<file path="config.mk">
export PLATFORM = sky130hd
export DESIGN_NAME = oam_dma
export DESIGN_NICKNAME = d
export VERILOG_FILES = /design/src/rtl/gb_bus_pkg.sv /design/src/rtl/oam_dma.sv
export SDC_FILE = /design/constraint.sdc
export NUM_CORES = 1
export LEC_CHECK = 0
export ABC_CLOCK_PERIOD_IN_PS = 3500
export CORE_UTILIZATION = 35
export CTS_CLUSTER_SIZE = 16
export DETAILED_ROUTE_END_ITERATION = 8
export PLACE_DENSITY_LB_ADDON = 0.1
export REMOVE_ABC_BUFFERS = 1
export SETUP_SLACK_MARGIN = 0.5
export SLEW_MARGIN = 5
export SYNTH_ARGS = -nofsm -noshare
export SYNTH_HDL_FRONTEND = slang
export SYNTH_SLANG_ARGS = --single-unit
export TNS_END_PERCENT = 10
</file>
<file path="constraint.sdc">
create_clock -name clockgb -period 3.5 [get_ports clockgb]
set_input_delay 0.35 -clock clockgb [delete_from_list [all_inputs] [get_ports clockgb]]
set_output_delay 0.35 -clock clockgb [all_outputs]
set_load 0.03 [all_outputs]
</file>
<file path="src/rtl/gb_bus_pkg.sv">
// rtl/gb_bus_pkg.sv - shared Game Boy bus constants and OAM DMA state encoding
package gb_bus_pkg;

    typedef enum logic [2:0] {
        ST_IDLE  = 3'd0,
        ST_START = 3'd1,
        ST_READ  = 3'd2,
        ST_WAIT  = 3'd3,
        ST_WRITE = 3'd4,
        ST_DONE  = 3'd5
    } dma_state_t;

    localparam logic [15:0] OAM_BASE    = 16'hFE00;
    localparam logic [15:0] DMA_REG     = 16'hFF46;
    localparam logic [7:0]  ECHO_LO     = 8'hE0;
    localparam logic [7:0]  ECHO_OFFSET = 8'h20;

endpackage

</file>
<file path="src/rtl/oam_dma.sv">
// rtl/oam_dma.sv - OAM DMA bus initiator with CPU-visible trigger/source register
module oam_dma
    import gb_bus_pkg::*;
#(
    parameter logic [15:0] REG_ADDR  = DMA_REG,
    parameter logic [15:0] DEST_BASE = OAM_BASE,
    parameter int          LENGTH    = 160
) (
    input  logic        clockgb,
    input  logic        reset,
    input  logic [15:0] cpu_address,
    input  logic [7:0]  cpu_indata,
    input  logic        cpu_load,
    input  logic        cpu_store,
    output logic [7:0]  cpu_outdata,
    output logic [15:0] dma_address,
    output logic [7:0]  dma_outdata,
    input  logic [7:0]  dma_indata,
    output logic        dma_load,
    output logic        dma_store,
    output logic        busy,
    output logic        done
);

    localparam logic [7:0] LAST_INDEX = 8'(LENGTH - 1);

    dma_state_t state_q, state_d;
    logic [7:0] src_q, src_d;
    logic [7:0] index_q, index_d;
    logic [7:0] buffer_q, buffer_d;
    logic [7:0] rdata_q, rdata_d;
    logic       reg_sel;
    logic       trigger;
    logic [7:0] src_eff;

    assign reg_sel     = (cpu_address == REG_ADDR);
    assign trigger     = cpu_store && reg_sel;
    assign cpu_outdata = rdata_q;
    // Echo RAM E000-FDFF mirrors C000-DDFF, so fold the page down.
    assign src_eff     = (src_q < ECHO_LO) ? src_q : (src_q - ECHO_OFFSET);

    always_ff @(posedge clockgb) begin
        if (reset) begin
            state_q  <= ST_IDLE;
            src_q    <= 8'h00;
            index_q  <= 8'h00;
            buffer_q <= 8'h00;
            rdata_q  <= 8'h00;
        end else begin
            state_q  <= state_d;
            src_q    <= src_d;
            index_q  <= index_d;
            buffer_q <= buffer_d;
            rdata_q  <= rdata_d;
        end
    end

    always_comb begin
        state_d     = state_q;
        src_d       = src_q;
        index_d     = index_q;
        buffer_d    = buffer_q;
        rdata_d     = (cpu_load && reg_sel) ? src_q : 8'h00;
        dma_address = 16'h0000;
        dma_outdata = 8'h00;
        dma_load    = 1'b0;
        dma_store   = 1'b0;
        busy        = 1'b0;
        done        = 1'b0;

        case (state_q)
            ST_START: begin
                busy    = 1'b1;
                state_d = ST_READ;
            end
            ST_READ: begin
                busy        = 1'b1;
                dma_load    = 1'b1;
                dma_address = {src_eff, index_q};
                state_d     = ST_WAIT;
            end
            ST_WAIT: begin
                busy        = 1'b1;
                dma_address = {src_eff, index_q};
                buffer_d    = dma_indata;
                state_d     = ST_WRITE;
            end
            ST_WRITE: begin
                busy        = 1'b1;
                dma_store   = 1'b1;
                dma_address = DEST_BASE + {8'h00, index_q};
                dma_outdata = buffer_q;
                if (index_q == LAST_INDEX) begin
                    state_d = ST_DONE;
                end else begin
                    index_d = index_q + 8'd1;
                    state_d = ST_READ;
                end
            end
            ST_DONE: begin
                done    = 1'b1;
                state_d = ST_IDLE;
            end
            default: state_d = ST_IDLE;
        endcase

        // A retrigger overrides whatever the sequencer chose; the current
        // cycle's strobes above still go out unchanged.
        if (trigger) begin
            src_d   = cpu_indata;
            index_d = 8'h00;
            state_d = ST_START;
        end
    end

endmodule

</file>
==> run notes <==
run metrics: status=complete, no violations, commonest cells in the netlist=35 x dfxtp_1, 22 x nand2_1, 17 x and2_1, 17 x nand2b_1, 15 x nand3_1, Hold Crit Start=buffer_q[5]$_SDFFE_PP0P_, Buffers, non-clock=72, Top cell area share=41.2%, Cell Area, Synth=0.00170 mm2, most frequent cells in the layout=71 x clkdlybuf4s50_1, 35 x dfxtp_1, 22 x nand2_1, 17 x and2_1, 17 x nand2b_1, CP arrival=around 2.4 ns, HPWL Detailed=2860 um, CP Buf/Inv Count=2, Filler cells=about 440, Well-Tap Cells=54, buffer share of cell area=28.1%, max-slew violations=0, worst slew pin tran=approximately 0.58 ns, gr busiest metal=met2, Die Y=71.7 um, NumNets Final=a little over 300, Ys Warns=0, Max stage delay on crit path=roughly 0.6 ns, r2r endpoint=index_q[7]$_SDFFE_PP0P_, Seq area share=between 20% and 30%, R2R Setup Slk=1.64 ns, crit path max-delay cell type=clkdlybuf4s50_1, post-route antenna net violation count=0, RSZ-0062 raised after global routing=false, GRT Resource Usage Total=16.6%, largest area contributor in the netlist=dfxtp_1, vias per cell=4.78, Flop pwr share=roughly 48%, Mux area share=5.29%, Clock-cell share=4.61%, FP Core Util=36.3%, clk root buf=clkbuf_8, IO buf count=71, Final Util=54.4%, type of origin of the critical path=register, global route overflow=0, Top Consumer=registers, hold crit path type=reg2reg, Logic area=921 um2, Largest logic family=simple AND/OR/NAND/NOR gates, Compound Share, Synth=7.57%, DRT Pass-1 Iters=4, area reported by Yosys stat=around 0.0017 mm2, H-tree Lvls=2, Tcrit/Tclk final=79.7%, Top delay family on crit path=simple AND/OR/NAND/NOR gates, Combinational Gates=146, setup TNS=0 ns, cell-internal power=669 uW, first-pass GRT wire length=6560 um, GRT met3 Usage=5.49%, Worst Hold Depth=2, Clk pwr share=45.8%, worst-skew pair later-pin latency=0.29 ns, Most used DFF post-synth=dfxtp_1, FP Rows=25, pwr dens=326 mW/mm2, Biggest Area Class=logic gates, clock skew=0.00569 ns, ys flops=35, largest net degree at the start of global routing=28, total setup buffers inserted after CTS=0, antenna cells=0, uppermost routed layer=met4, Final Hold Vio Count=0, CP startpoint=state_q[0]$_SDFF_PP0_
==> worst max path at each step <==
stage	end	slack [ns]	depth (start not counted)
floorplan	dma_address[0]	1.46	4
detailed placement	dma_address[1]	0.77	5
CTS	dma_address[1]	0.67	5
global route	dma_address[4]	0.51	5
finish	dma_address[1]	0.71	5
global placement	dma_address[4]	0.87	5
==> per-stage QoR <==
stage | total power, uW | area, um2 | worst slack [ns] | hold WS, ns | cells
2_1_floorplan | 416 | 1650 | 1.46 | 0.419 | 185
3_3_place_gp | 460 | 2430 | 0.874 | 0.440 | 311
3_5_place_dp | 460 | 2430 | 0.767 | 0.443 | 311
4_1_cts | 843 | 2550 | 0.668 | 0.453 | 319
5_1_grt | 862 | 2550 | 0.507 | 0.468 | 319
6_report | 831 | 2550 | 0.709 | 0.450 | 319
Metal 1:
Bar = 20 um. Supply wires on this layer in gray.
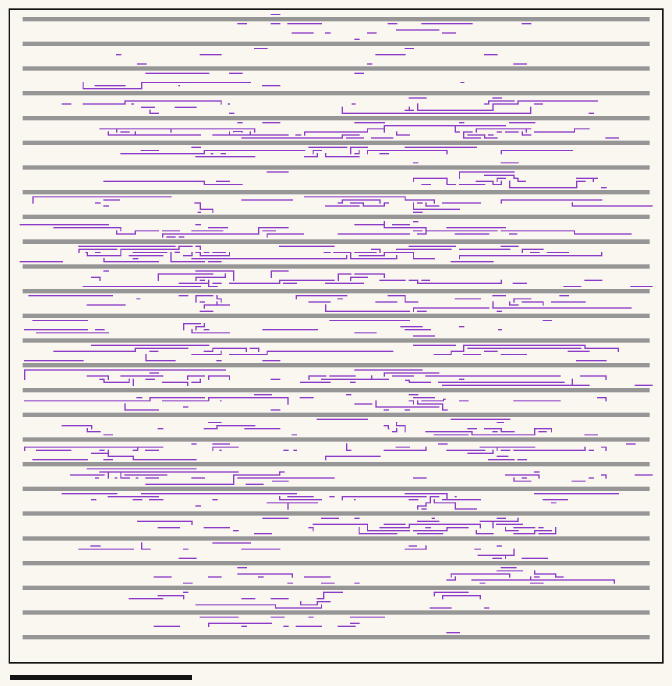
The layer carries 1870 um of wire. The layer holds 47% of the routed length.
routed vias: 1525
grt met1 use: 21.0%
Total Wirelength: 3970 um

Metal 2:
Cells faint in the background.
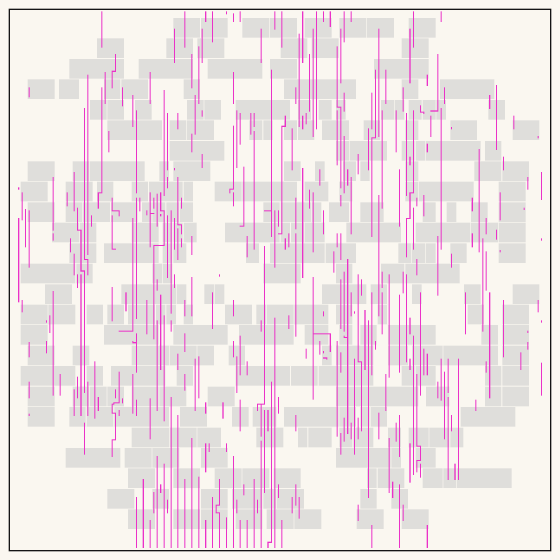
The longest straight run is 30.4 um. The layer carries 1860 um of wire. The layer holds 47% of the routed length. 230 nets have wire on it. The wires run mostly vertical.

Power figures rest on the tool's default switching activity, not on a simulated workload.
